## src/rtl/sift_pkg.sv

```systemverilog
// Shared definitions for the descriptor path: streamer state encoding and descriptor geometry.
package sift_pkg;

  typedef enum logic [1:0] {IDLE, READ, SEND, DONE} streamer_state;

  localparam int DESC_WORD_WIDTH              = 24;
  localparam int DESCRIPTOR_WORDS_PER_KEYPOINT = 4;

endpackage

```

## src/rtl/descriptor_streamer_if.sv

```systemverilog
// Byte stream from the descriptor streamer to the UART TX path; valid/ready, data held while stalled.
interface descriptor_streamer_if;

  logic [7:0] byte_out;
  logic       byte_valid;
  logic       byte_ready;

  modport master (output byte_out, output byte_valid, input byte_ready);
  modport slave  (input byte_out, input byte_valid, output byte_ready);

endinterface

```

## src/rtl/word_serializer.sv

```systemverilog
// Loads one descriptor word and presents it MSB byte first; one byte per handshake, no bubbles.
// Holds byte_out/byte_valid while byte_ready is low; last_accepted marks the final byte's handshake.
module word_serializer #(
  parameter int WORD_WIDTH = 24
) (
  input  logic                  clk_in,
  input  logic                  rst_in,
  input  logic                  load,
  input  logic [WORD_WIDTH-1:0] word_in,
  input  logic                  byte_ready,
  output logic [7:0]            byte_out,
  output logic                  byte_valid,
  output logic                  last_accepted
);

  localparam int NB = WORD_WIDTH / 8;
  localparam int SW = (NB > 1) ? $clog2(NB) : 1;

  logic [WORD_WIDTH-1:0] word_reg;
  logic [SW-1:0]         byte_sel;
  logic                  handshake;
  logic                  is_last;

  assign handshake     = byte_valid & byte_ready;
  assign is_last       = (byte_sel == SW'(NB - 1));
  assign last_accepted = handshake & is_last;
  assign byte_out      = 8'(word_reg >> (WORD_WIDTH - 8 * (int'(byte_sel) + 1)));

  always_ff @(posedge clk_in or negedge rst_in) begin
    if (!rst_in) begin
      word_reg   <= '0;
      byte_sel   <= '0;
      byte_valid <= 1'b0;
    end else if (load) begin
      word_reg   <= word_in;
      byte_sel   <= '0;
      byte_valid <= 1'b1;
    end else if (handshake) begin
      if (is_last) byte_valid <= 1'b0;
      else         byte_sel   <= byte_sel + 1'b1;
    end
  end

endmodule

```

## src/rtl/descriptor_streamer.sv

```systemverilog
// Walks the descriptor BRAM from address 0 and streams each word MSB byte first until the end-of-list marker or top of memory.
// First byte BRAM_LATENCY+2 cycles after start; BRAM_LATENCY+1 idle cycles between words; stalls freely on byte_ready.
module descriptor_streamer
  import sift_pkg::*;
#(
  parameter int NUMBER_DESCRIPTORS = 4000,
  parameter int WORD_WIDTH         = DESC_WORD_WIDTH,
  parameter int BRAM_LATENCY       = 2
) (
  input  logic                                  clk_in,
  input  logic                                  rst_in,
  input  logic                                  start,
  output logic [$clog2(NUMBER_DESCRIPTORS)-1:0] desc_read_addr,
  input  logic [WORD_WIDTH-1:0]                 desc_read,
  descriptor_streamer_if.master                 stream,
  output logic [$clog2(NUMBER_DESCRIPTORS)-2:0] keypoint_count,
  output logic                                  busy,
  output logic                                  streaming_done
);

  localparam int AW = $clog2(NUMBER_DESCRIPTORS);
  localparam int CW = $clog2(BRAM_LATENCY + 2);

  localparam logic [1:0] ST_IDLE = IDLE;
  localparam logic [1:0] ST_READ = READ;
  localparam logic [1:0] ST_SEND = SEND;
  localparam logic [1:0] ST_DONE = DONE;

  logic [1:0]    state;
  logic [CW-1:0] rd_cnt;
  logic          word_zero;
  logic          prev_zero;
  logic          load;
  logic          last_accepted;
  logic          is_marker;
  logic          at_top;
  logic          kp_last;

  // Read data is stable one cycle after the pipeline fills, so sample on the last wait cycle.
  assign load      = (state == ST_READ) && (rd_cnt == CW'(BRAM_LATENCY));
  // Second marker word sits one past a keypoint boundary, right after another zero word.
  assign is_marker = word_zero && prev_zero && (desc_read_addr[1:0] == 2'd1);
  assign at_top    = (desc_read_addr == AW'(NUMBER_DESCRIPTORS - 1));
  assign kp_last   = (desc_read_addr[1:0] == 2'(DESCRIPTOR_WORDS_PER_KEYPOINT - 1));

  word_serializer #(
    .WORD_WIDTH (WORD_WIDTH)
  ) u_serializer (
    .clk_in        (clk_in),
    .rst_in        (rst_in),
    .load          (load),
    .word_in       (desc_read),
    .byte_ready    (stream.byte_ready),
    .byte_out      (stream.byte_out),
    .byte_valid    (stream.byte_valid),
    .last_accepted (last_accepted)
  );

  always_ff @(posedge clk_in or negedge rst_in) begin
    if (!rst_in) begin
      state          <= ST_IDLE;
      rd_cnt         <= '0;
      desc_read_addr <= '0;
      keypoint_count <= '0;
      busy           <= 1'b0;
      streaming_done <= 1'b0;
      word_zero      <= 1'b0;
      prev_zero      <= 1'b0;
    end else begin
      streaming_done <= 1'b0;
      case (state)
        ST_IDLE: if (start) begin
          desc_read_addr <= '0;
          keypoint_count <= '0;
          rd_cnt         <= '0;
          prev_zero      <= 1'b0;
          busy           <= 1'b1;
          state          <= ST_READ;
        end
        ST_READ: if (load) begin
          rd_cnt    <= '0;
          word_zero <= (desc_read == '0);
          state     <= ST_SEND;
        end else begin
          rd_cnt <= rd_cnt + 1'b1;
        end
        ST_SEND: if (last_accepted) begin
          prev_zero <= word_zero;
          if (kp_last) keypoint_count <= keypoint_count + 1'b1;
          if (is_marker || at_top) begin
            streaming_done <= 1'b1;
            state          <= ST_DONE;
          end else begin
            desc_read_addr <= desc_read_addr + 1'b1;
            state          <= ST_READ;
          end
        end
        default: begin
          busy  <= 1'b0;
          state <= ST_IDLE;
        end
      endcase
    end
  end

endmodule
```

## src/flat_wrapper.sv

```systemverilog
// flat-port wrapper written by rule: the top's interface ports become plain ports
module descriptor_streamer_flat import sift_pkg::*;
#(
  parameter int NUMBER_DESCRIPTORS = 4000,
  parameter int WORD_WIDTH         = DESC_WORD_WIDTH,
  parameter int BRAM_LATENCY       = 2
)
  (clk_in, rst_in, start, desc_read_addr, desc_read, keypoint_count, busy, streaming_done, stream_byte_out, stream_byte_valid, stream_byte_ready);
  descriptor_streamer_if stream_i ();
  input  logic clk_in;
  input  logic rst_in;
  input  logic start;
  output logic [$clog2(NUMBER_DESCRIPTORS)-1:0] desc_read_addr;
  input  logic [WORD_WIDTH-1:0] desc_read;
  output logic [$clog2(NUMBER_DESCRIPTORS)-2:0] keypoint_count;
  output logic busy;
  output logic streaming_done;
  output wire logic [$bits(stream_i.byte_out)-1:0] stream_byte_out;
  output wire logic [$bits(stream_i.byte_valid)-1:0] stream_byte_valid;
  input wire logic [$bits(stream_i.byte_ready)-1:0] stream_byte_ready;
  assign stream_byte_out = stream_i.byte_out;
  assign stream_byte_valid = stream_i.byte_valid;
  assign stream_i.byte_ready = stream_byte_ready;
  descriptor_streamer #(.NUMBER_DESCRIPTORS(NUMBER_DESCRIPTORS), .WORD_WIDTH(WORD_WIDTH), .BRAM_LATENCY(BRAM_LATENCY)) u_core (.clk_in(clk_in), .rst_in(rst_in), .start(start), .desc_read_addr(desc_read_addr), .desc_read(desc_read), .stream(stream_i), .keypoint_count(keypoint_count), .busy(busy), .streaming_done(streaming_done));
endmodule
```

## config.mk

```make
export PLATFORM = sky130hd
export DESIGN_NAME = descriptor_streamer_flat
export DESIGN_NICKNAME = d
export VERILOG_FILES = /design/src/rtl/sift_pkg.sv /design/src/rtl/descriptor_streamer_if.sv /design/src/rtl/word_serializer.sv /design/src/rtl/descriptor_streamer.sv /design/src/flat_wrapper.sv
export SDC_FILE = /design/constraint.sdc
export NUM_CORES = 1
export LEC_CHECK = 0
export CAP_MARGIN = 15
export CORE_ASPECT_RATIO = 0.6
export CORE_MARGIN = 2
export CORE_UTILIZATION = 52
export CTS_CLUSTER_DIAMETER = 50
export DETAILED_ROUTE_END_ITERATION = 6
export GPL_TIMING_DRIVEN = 0
export HOLD_SLACK_MARGIN = 0.06
export PLACE_DENSITY = 0.8
export SETUP_SLACK_MARGIN = 0.15
export SYNTH_ARGS = -nofsm -noshare
export SYNTH_HDL_FRONTEND = slang
export SYNTH_HIERARCHICAL = 1
export SYNTH_SLANG_ARGS = --single-unit
```

## constraint.sdc

```tcl
create_clock -name clk_in -period 2.5 [get_ports clk_in]
set_input_delay 0.5 -clock clk_in [delete_from_list [all_inputs] [get_ports clk_in]]
set_output_delay 0.5 -clock clk_in [all_outputs]
set_load 0.01 [all_outputs]
```

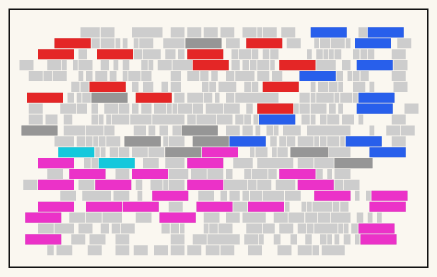
(sequential cells coloured by netlist name)
Other sequential cells in the stronger grey, the rest of the logic in the fainter grey.
Magenta stands for `u_core/u_serializer/word_reg`, sequential cells 24. Blue stands for `u_core/keypoint_count`, sequential cells 11. Cyan stands for `u_core/rd_cnt`, sequential cells 2. Red stands for `u_core/desc_read_addr`, sequential cells 12.
Another 9 sequential cells are not coloured.
Core Util, Final: 0.7408
Register Area: 1454 um2
fraction of area in registers: 0.3442
P_seq: 0.938 mW

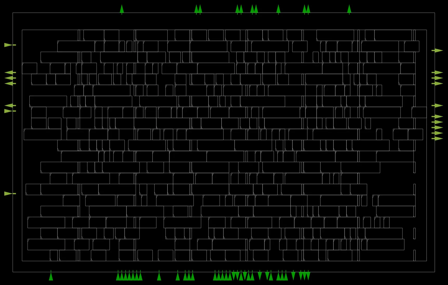
(cell outlines without signal wires)
Well Taps: 80
# rows: 21
# fillers: 407

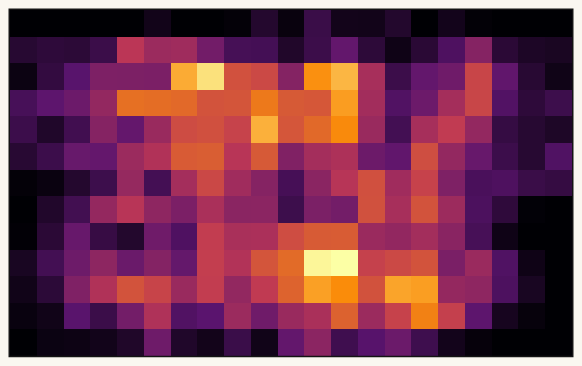
(wiring heat map)
21 x 13 tiles, from black (low) to pale yellow (high), scaled to the fullest tile. Values are wire area over tile area, all layers added.
22% of the tiles are over half the peak. 11% of the tiles are nearly empty. The fullest tile reaches 0.67. The mean over all tiles is 0.21. The emptiest ninth of the die: north-east.
Global Route Usage Sum: 0.2684
Vias: 2800

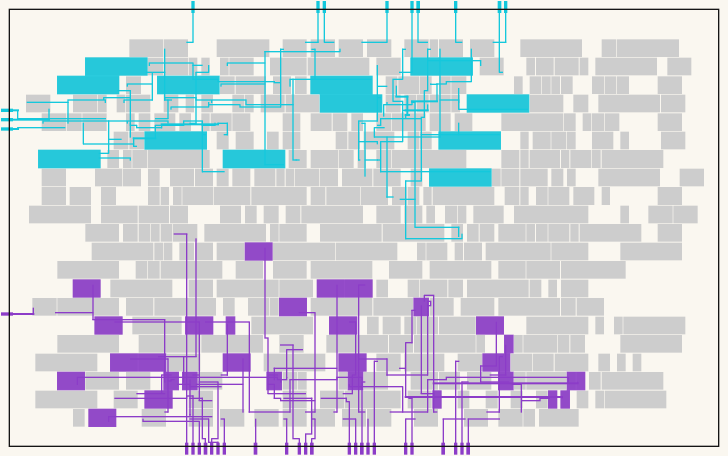
(wires at chosen ports, followed through buffers)
Purple stands for `desc_read`, bits 24, direction input, end cells 30, buffers 24, wire 798 um. Cyan stands for `desc_read_addr`, bits 12, direction output, end cells 12, buffers 12, wire 652 um.
I/O pin cnt: 62
count of input and output buffers: 61

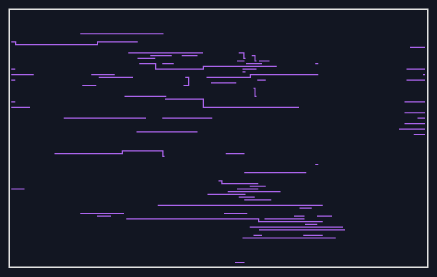
(M3 wires)
The layer holds 7.7% of the routed length. The longest straight run is 40.9 um. The wires run mostly horizontal.
met3 Usage GRT: 0.08673
WL final: 8441 um

==> deck_impl_summary.md <==
Implementation Results

Drt
  – Vias per cell: 5.983
  – Avg WL per Cell: 18.04 um
  – Met1 WL: 3937 um
  – Post-route ant nets: 0
  – Pre-antenna DRT Iters: 5
  – Met3 routed wirelength: 649 um
  – Metal2 WL: 3723 um

Layout
  – # nets final: 420
  – Non-clk bufs: 81
  – Clk cell area share: 0.05184
  – Share of layout cells above drive strength 1: 0.2268
  – Most frequent cells in the layout: 56 x dfrtp_1, 52 x clkdlybuf4s50_1, 33 x nand2_1
  – Cell Count, Final, Fillers Out: 468
  – Seq_cells: 58
  – Max reg flops: 24
  – Top cell category: logic gates
  – Antenna Cells: 0
  – # clk buffers: 11
  – P&R area growth vs syn: 35.04%
  – Non-clock buffer share: 0.1801
  – Logic area: 1642 um2

STA
  – Final min period: 2.351 ns
  – Final Hold Vio Count: 0
  – Pins Over Slew Limit: 0
  – Final Setup Violations: 0
  – Unrepaired setup endpoints after global routing: true
  – Final worst setup slack: 0.1488 ns
  – Worst-margin pin slew: 0.5945 ns
  – Hold_ws: 0.1057 ns
  – Final clock skew: 0.006202 ns
  – Fmax: 0.4253 GHz
  – Fin crit share: 0.9405

Pwr
  – Maximum vdd drop: 335.4 uV
  – Pwr dens: 471.4 nW/um2
  – Sw Share: 0.2142
  – Logic power comb: 0.0763 mW
  – Clock Power: 0.977 mW
  – Flop pwr share: 0.471
  – Power consumption: 1.991 mW
  – P_sw: 0.4264 mW

Global routing
  – Vias in the first global route: 2662
  – Initial antenna violation count: 0
  – Global routing's busiest layer: met2
  – Met1 Track Usage GR: 0.3744

Critical path
  – Crit path largest cell delay: 0.42 ns
  – Worst-case reg-to-reg path depth: 8
  – Worst EP arrival: 1.85 ns
  – Worst R2R End: u_core/desc_read_addr[9]
  – CP Data Required Time: 2.00 ns
  – Reg2reg start: u_core/state[0]
  – R2r setup slk: 0.18 ns
  – Critical path depth in cells: 7

Flow run
  – Max-cap violation count: 0

Yosys
  – Adder share: 0.03600
  – Top cells by count, synth: 58 x dfrtp_1, 33 x nand2_1, 22 x o21ai_0
  – Syn Inst Count: 305
  – Synth warnings: 6
  – Register area share after synthesis: 0.4640
  – Distinct lib cells: 48
  – Yosys chip area: 3128 um2
  – Main flop type: dfrtp_1
  – Aoi share: 0.1100
  – Synthesized registers: 58
  – Largest logic family: simple AND/OR/NAND/NOR gates
  – Area of the mapped netlist: 3128 um2
  – Syn avg cell area: 10.26 um2
  – Area leader, netlist: dfrtp_1
  – Count leader, synth: dfrtp_1

Run status
  – Status: complete, no violations

Worst hold path
  – Worst hold path type: in -> async

Clock tree
  – Htree depth: 3
  – CTS hold repair buffers: 0
  – CTS Buf Count: 9
  – TritonCTS clock tree: yes

Die
  – Core area: 5702 um2
  – Die area: 6672 um2
  – DIE WIDTH: 104.1 um
  – FP Util: 0.5486

Placement
  – RD Place Congestion: 0.8424
  – Dpl hpwl: 5701 um
Power figures rest on the tool's default switching activity, not on a simulated workload.
